## src/rtl/sipo_deser_hs.sv

```systemverilog
// sipo_deser_hs: serial-to-parallel deserializer. A frame starts on a programmed cycle-counter
// slot or an external start pulse, and each finished word is held in a valid/ready output register.
module sipo_deser_hs #(
  parameter int WIDTH       = 128,
  parameter int CNT_W       = 16,
  parameter int PERIOD      = 1024,
  parameter int START_CYCLE = 289,
  parameter bit MSB_FIRST   = 1'b1,
  parameter bit CONTINUOUS  = 1'b0
) (
  input  logic                     clk,
  input  logic                     reset,
  input  logic                     serial_in,
  input  logic                     shift_en,
  input  logic                     start,
  input  logic                     abort,
  input  logic                     out_ready,
  input  logic                     clr_overrun,
  output logic [WIDTH-1:0]         data_out,
  output logic                     out_valid,
  output logic                     busy,
  output logic [$clog2(WIDTH)-1:0] bit_count,
  output logic                     overrun
);

  localparam int                BC_W      = $clog2(WIDTH);
  localparam logic [BC_W-1:0]   LAST_BIT  = BC_W'(WIDTH - 1);
  localparam logic [CNT_W-1:0]  CNT_LAST  = CNT_W'(PERIOD - 1);
  localparam logic [CNT_W-1:0]  CNT_START = CNT_W'(START_CYCLE);

  typedef enum logic {S_IDLE, S_CAPTURE} state_t;

  state_t             r_state;
  logic [CNT_W-1:0]   r_cycle_count;
  logic [WIDTH-1:0]   r_shift;
  logic [WIDTH-1:0]   r_data;
  logic               r_out_valid;
  logic               r_busy;
  logic               r_overrun;
  logic [BC_W-1:0]    r_bit_count;

  logic               w_trigger;
  logic               w_last;
  logic               w_xfer;
  logic               w_accept;
  logic [BC_W-1:0]    w_pos;
  logic [WIDTH-1:0]   w_word;

  assign w_trigger = start | (r_cycle_count == CNT_START);
  assign w_last    = shift_en & (r_bit_count == LAST_BIT);
  assign w_xfer    = r_out_valid & out_ready;
  // A completed word may load if the register is empty or its old word leaves this same edge.
  assign w_accept  = ~r_out_valid | out_ready;
  assign w_pos     = MSB_FIRST ? (LAST_BIT - r_bit_count) : r_bit_count;

  always_comb begin
    w_word        = r_shift;
    w_word[w_pos] = serial_in;
  end

  always_ff @(posedge clk) begin
    if (reset) begin
      r_state       <= S_IDLE;
      r_cycle_count <= '0;
      r_shift       <= '0;
      r_data        <= '0;
      r_out_valid   <= 1'b0;
      r_busy        <= 1'b0;
      r_overrun     <= 1'b0;
      r_bit_count   <= '0;
    end else begin
      r_cycle_count <= (r_cycle_count == CNT_LAST) ? '0 : r_cycle_count + 1'b1;
      if (w_xfer)      r_out_valid <= 1'b0;
      // Later set of overrun in the completion branch overrides this clear.
      if (clr_overrun) r_overrun   <= 1'b0;
      case (r_state)
        S_IDLE: begin
          if (w_trigger) begin
            r_state     <= S_CAPTURE;
            r_busy      <= 1'b1;
            r_bit_count <= '0;
            r_shift     <= '0;
          end
        end
        S_CAPTURE: begin
          if (abort) begin
            r_state     <= S_IDLE;
            r_busy      <= 1'b0;
            r_bit_count <= '0;
            r_shift     <= '0;
          end else if (w_last) begin
            r_bit_count <= '0;
            r_shift     <= '0;
            if (w_accept) begin
              r_data      <= w_word;
              r_out_valid <= 1'b1;
            end else begin
              r_overrun   <= 1'b1;
            end
            if (!CONTINUOUS) begin
              r_state <= S_IDLE;
              r_busy  <= 1'b0;
            end
          end else if (shift_en) begin
            r_shift     <= w_word;
            r_bit_count <= r_bit_count + 1'b1;
          end
        end
        default: begin
          r_state <= S_IDLE;
          r_busy  <= 1'b0;
        end
      endcase
    end
  end

  assign data_out  = r_data;
  assign out_valid = r_out_valid;
  assign busy      = r_busy;
  assign bit_count = r_bit_count;
  assign overrun   = r_overrun;

endmodule
```

## config.mk

```make
export PLATFORM = sky130hd
export DESIGN_NAME = sipo_deser_hs
export DESIGN_NICKNAME = d
export VERILOG_FILES = /design/src/rtl/sipo_deser_hs.sv
export SDC_FILE = /design/constraint.sdc
export NUM_CORES = 1
export LEC_CHECK = 0
export ABC_AREA = 1
export CORE_UTILIZATION = 30
export CTS_BUF_LIST = sky130_fd_sc_hd__clkbuf_8
export CTS_CLUSTER_DIAMETER = 150
export CTS_CLUSTER_SIZE = 24
export DETAILED_ROUTE_END_ITERATION = 16
export PLACE_DENSITY = 0.44
export SLEW_MARGIN = 20
export SYNTH_ARGS = -nofsm -noshare
export SYNTH_HDL_FRONTEND = slang
export SYNTH_SLANG_ARGS = --single-unit
```

## constraint.sdc

```tcl
create_clock -name clk -period 3.9 [get_ports clk]
set_input_delay 0.585 -clock clk [delete_from_list [all_inputs] [get_ports clk]]
set_output_delay 0.585 -clock clk [all_outputs]
set_load 0.02 [all_outputs]
```

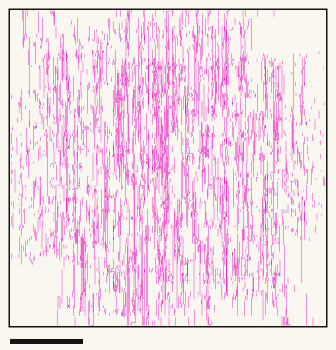
**Above:** metal 2.
Scale bar: 50 um.
main direction = vertical
longest straight run = 75.6 um
nets with wire on the layer = 1,589
share of all routed wire = 44%
wire length on this layer = 19,300 um
routed wire length: 43,700 um
via count: 13,400
GR Util met2: 29.8%

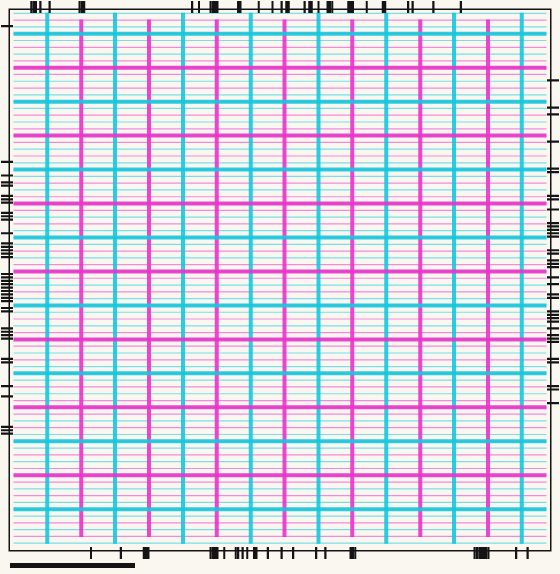
**Above:** floorplan with the power grid.
Scale bar: 50 um. Pins as bars on the die edge.
cyan -> VSS
magenta -> VDD
met4 straps = 15
met5 straps = 15
met1 rails = 79
rows = 78
signal pins = 146

==> ci_impl_report.md <==
## Synthesis and layout report

| Metric | Value |
|---|---|
| Tmin final | `around 2.7 ns` |
| Hold path cells | `2` |
| Routed vias/inst | `4.82` |
| Maxcap violations | `0` |
| Total power | `approximately 5.3 mW` |
| Clock Skew | `between 0.03 and 0.04 ns` |
| Share of flip-flops with an asynchronous set or reset | `0%` |
| Root buffer cell | `clkbuf_8` |
| Nets at Floorplan | `between 2,000 and 2,500` |
| Max VDD drop | `roughly 180 uV` |
| Top-count cell post-synth | `nand2_1` |
| P&R area growth vs syn | `14.7%` |
| DRC | `0` |
| DIE AREA | `0.0467 mm^2` |
| Post-Synthesis Cell Area | `between 0.01 and 0.015 mm^2` |
| CP Class | `flop to flop` |
| First-pass GRT wire length | `about 69,000 um` |
| Hold path endpoint | `overrun` |
| Ys Warns | `0` |
| GR peak layer | `met2` |
| Status | `finished clean` |
| Avg Inst Size Synth | `6.40 um^2` |
| Cell family with most CP delay | `flip-flops` |
| Share of layout cells above drive strength 1 | `~3.2%` |
| Number of port buffers | `145` |
| Log Warnings | `30` |
| Pins Over Slew Limit | `0` |
| Post-synth top cells | `nand2_1, nor2_1, dfxtp_1` |
| Max Freq | `around 370 MHz` |
| Top-area cell share | `41.2%` |
| Worst min-delay path class | `flop to flop` |
| Cells after Synth | `2,151` |
| Cell Type Count | `32` |
| Setup violations, final | `0` |
| Num rows | `~80` |
| Crit-path cells | `ha_1 > nand2_1 > nor2_1 > nand2_2 > inv_2 > nand2_4 > nor2_8 > buf_12 > o21ai_0 > a21oi_1` |
| Tcrit/Tclk final | `69.4%` |
| Area leader, netlist | `dfxtp_1` |
| DR iter-0 viols | `~900` |
| CP Data Arrival Time | `3.22 ns` |
| Cell Area, Placed | `approximately 0.016 mm^2` |
| GRT Total Usage | `about 18%` |
layer usage:
metal,up-vias,share of wire (%)
li1,6869,-
met1,6229,49
met2,273,44
met3,44,4.6
met4,2,1.8
met5,-,0.030
layout by cell type, fill, tap and decap left out, drive strengths merged, types with 2 or more instances in the layout:
cell	Yosys	routed
inv	164	164
nor3	6	6
xor2	3	3
o21ai	179	179
nand2	567	567
clkdlybuf4s50	0	145
a21oi	140	140
buf	98	28
clkinv	2	2
nand4	2	2
nand3	278	278
nor2	362	362
or2	2	2
clkinvlp	0	2
ha	3	3
dfxtp	283	283
clkbuf	58	15
cell type report:
cell class	instances	share of cell area (%)
antenna	1	0.0158
clock buffer	15	1.31
clock inverter	2	0.0951
inverter	166	4.02
multi-input combinational	1546	42.7
sequential	283	35.9
tap	600	4.75
timing repair buffer	173	11.2
state kept, by name (all words and copies together) (netlist names):
register,count
data_out,128
r_state,1
bit_count,7
out_valid,1
busy,1
r_cycle_count,16
overrun,1
r_shift,128
metrics by stage:
stage	utilization, %	std cells
after floorplan	-	2151
after global placement	34.3	2767
after detailed placement	34.3	2767
after CTS	34.8	2784
after global routing	34.9	2785
final	34.9	2786
worst register-to-register path, cell delays in order, from the launching register on:
cell,delay [ns]
dfxtp_1,0.74
ha_1,0.27
nand2_1,0.09
nor2_1,0.15
nand2_2,0.08
inv_2,0.10
nand2_4,0.07
nor2_8,0.11
buf_12,0.54
o21ai_0,0.32
a21oi_1,0.15
worst max path at each step:
stage                            start            to  slack (ns)  cells after the start
final                     bit_count[0]  data_out[38]        1.19                     10
after detailed placement         abort   r_shift[99]        0.87                     10
after global routing      bit_count[0]  data_out[36]        0.88                     10
after global placement           abort   r_shift[90]        0.91                     10
after CTS                 bit_count[0]  bit_count[0]        1.14                      1
after floorplan           bit_count[1]  r_shift[120]        2.18                      9
cell families after synthesis:
logic type	synth area share, %
AND/OR/NAND/NOR	36.5
buffers and inverters	10.2
AND-OR/OR-AND	11.6
flip-flops	41.2
XOR/XNOR	0.255
adder cells (fa/ha/maj)	0.273
where the power goes:
part	leakage (nW)	internal (mW)	switching (mW)
clock network	0.108	0.361	0.971
registers	2.30	3.01	0.0682
logic	4.18	0.261	0.577
Power and IR drop assume default switching activity.
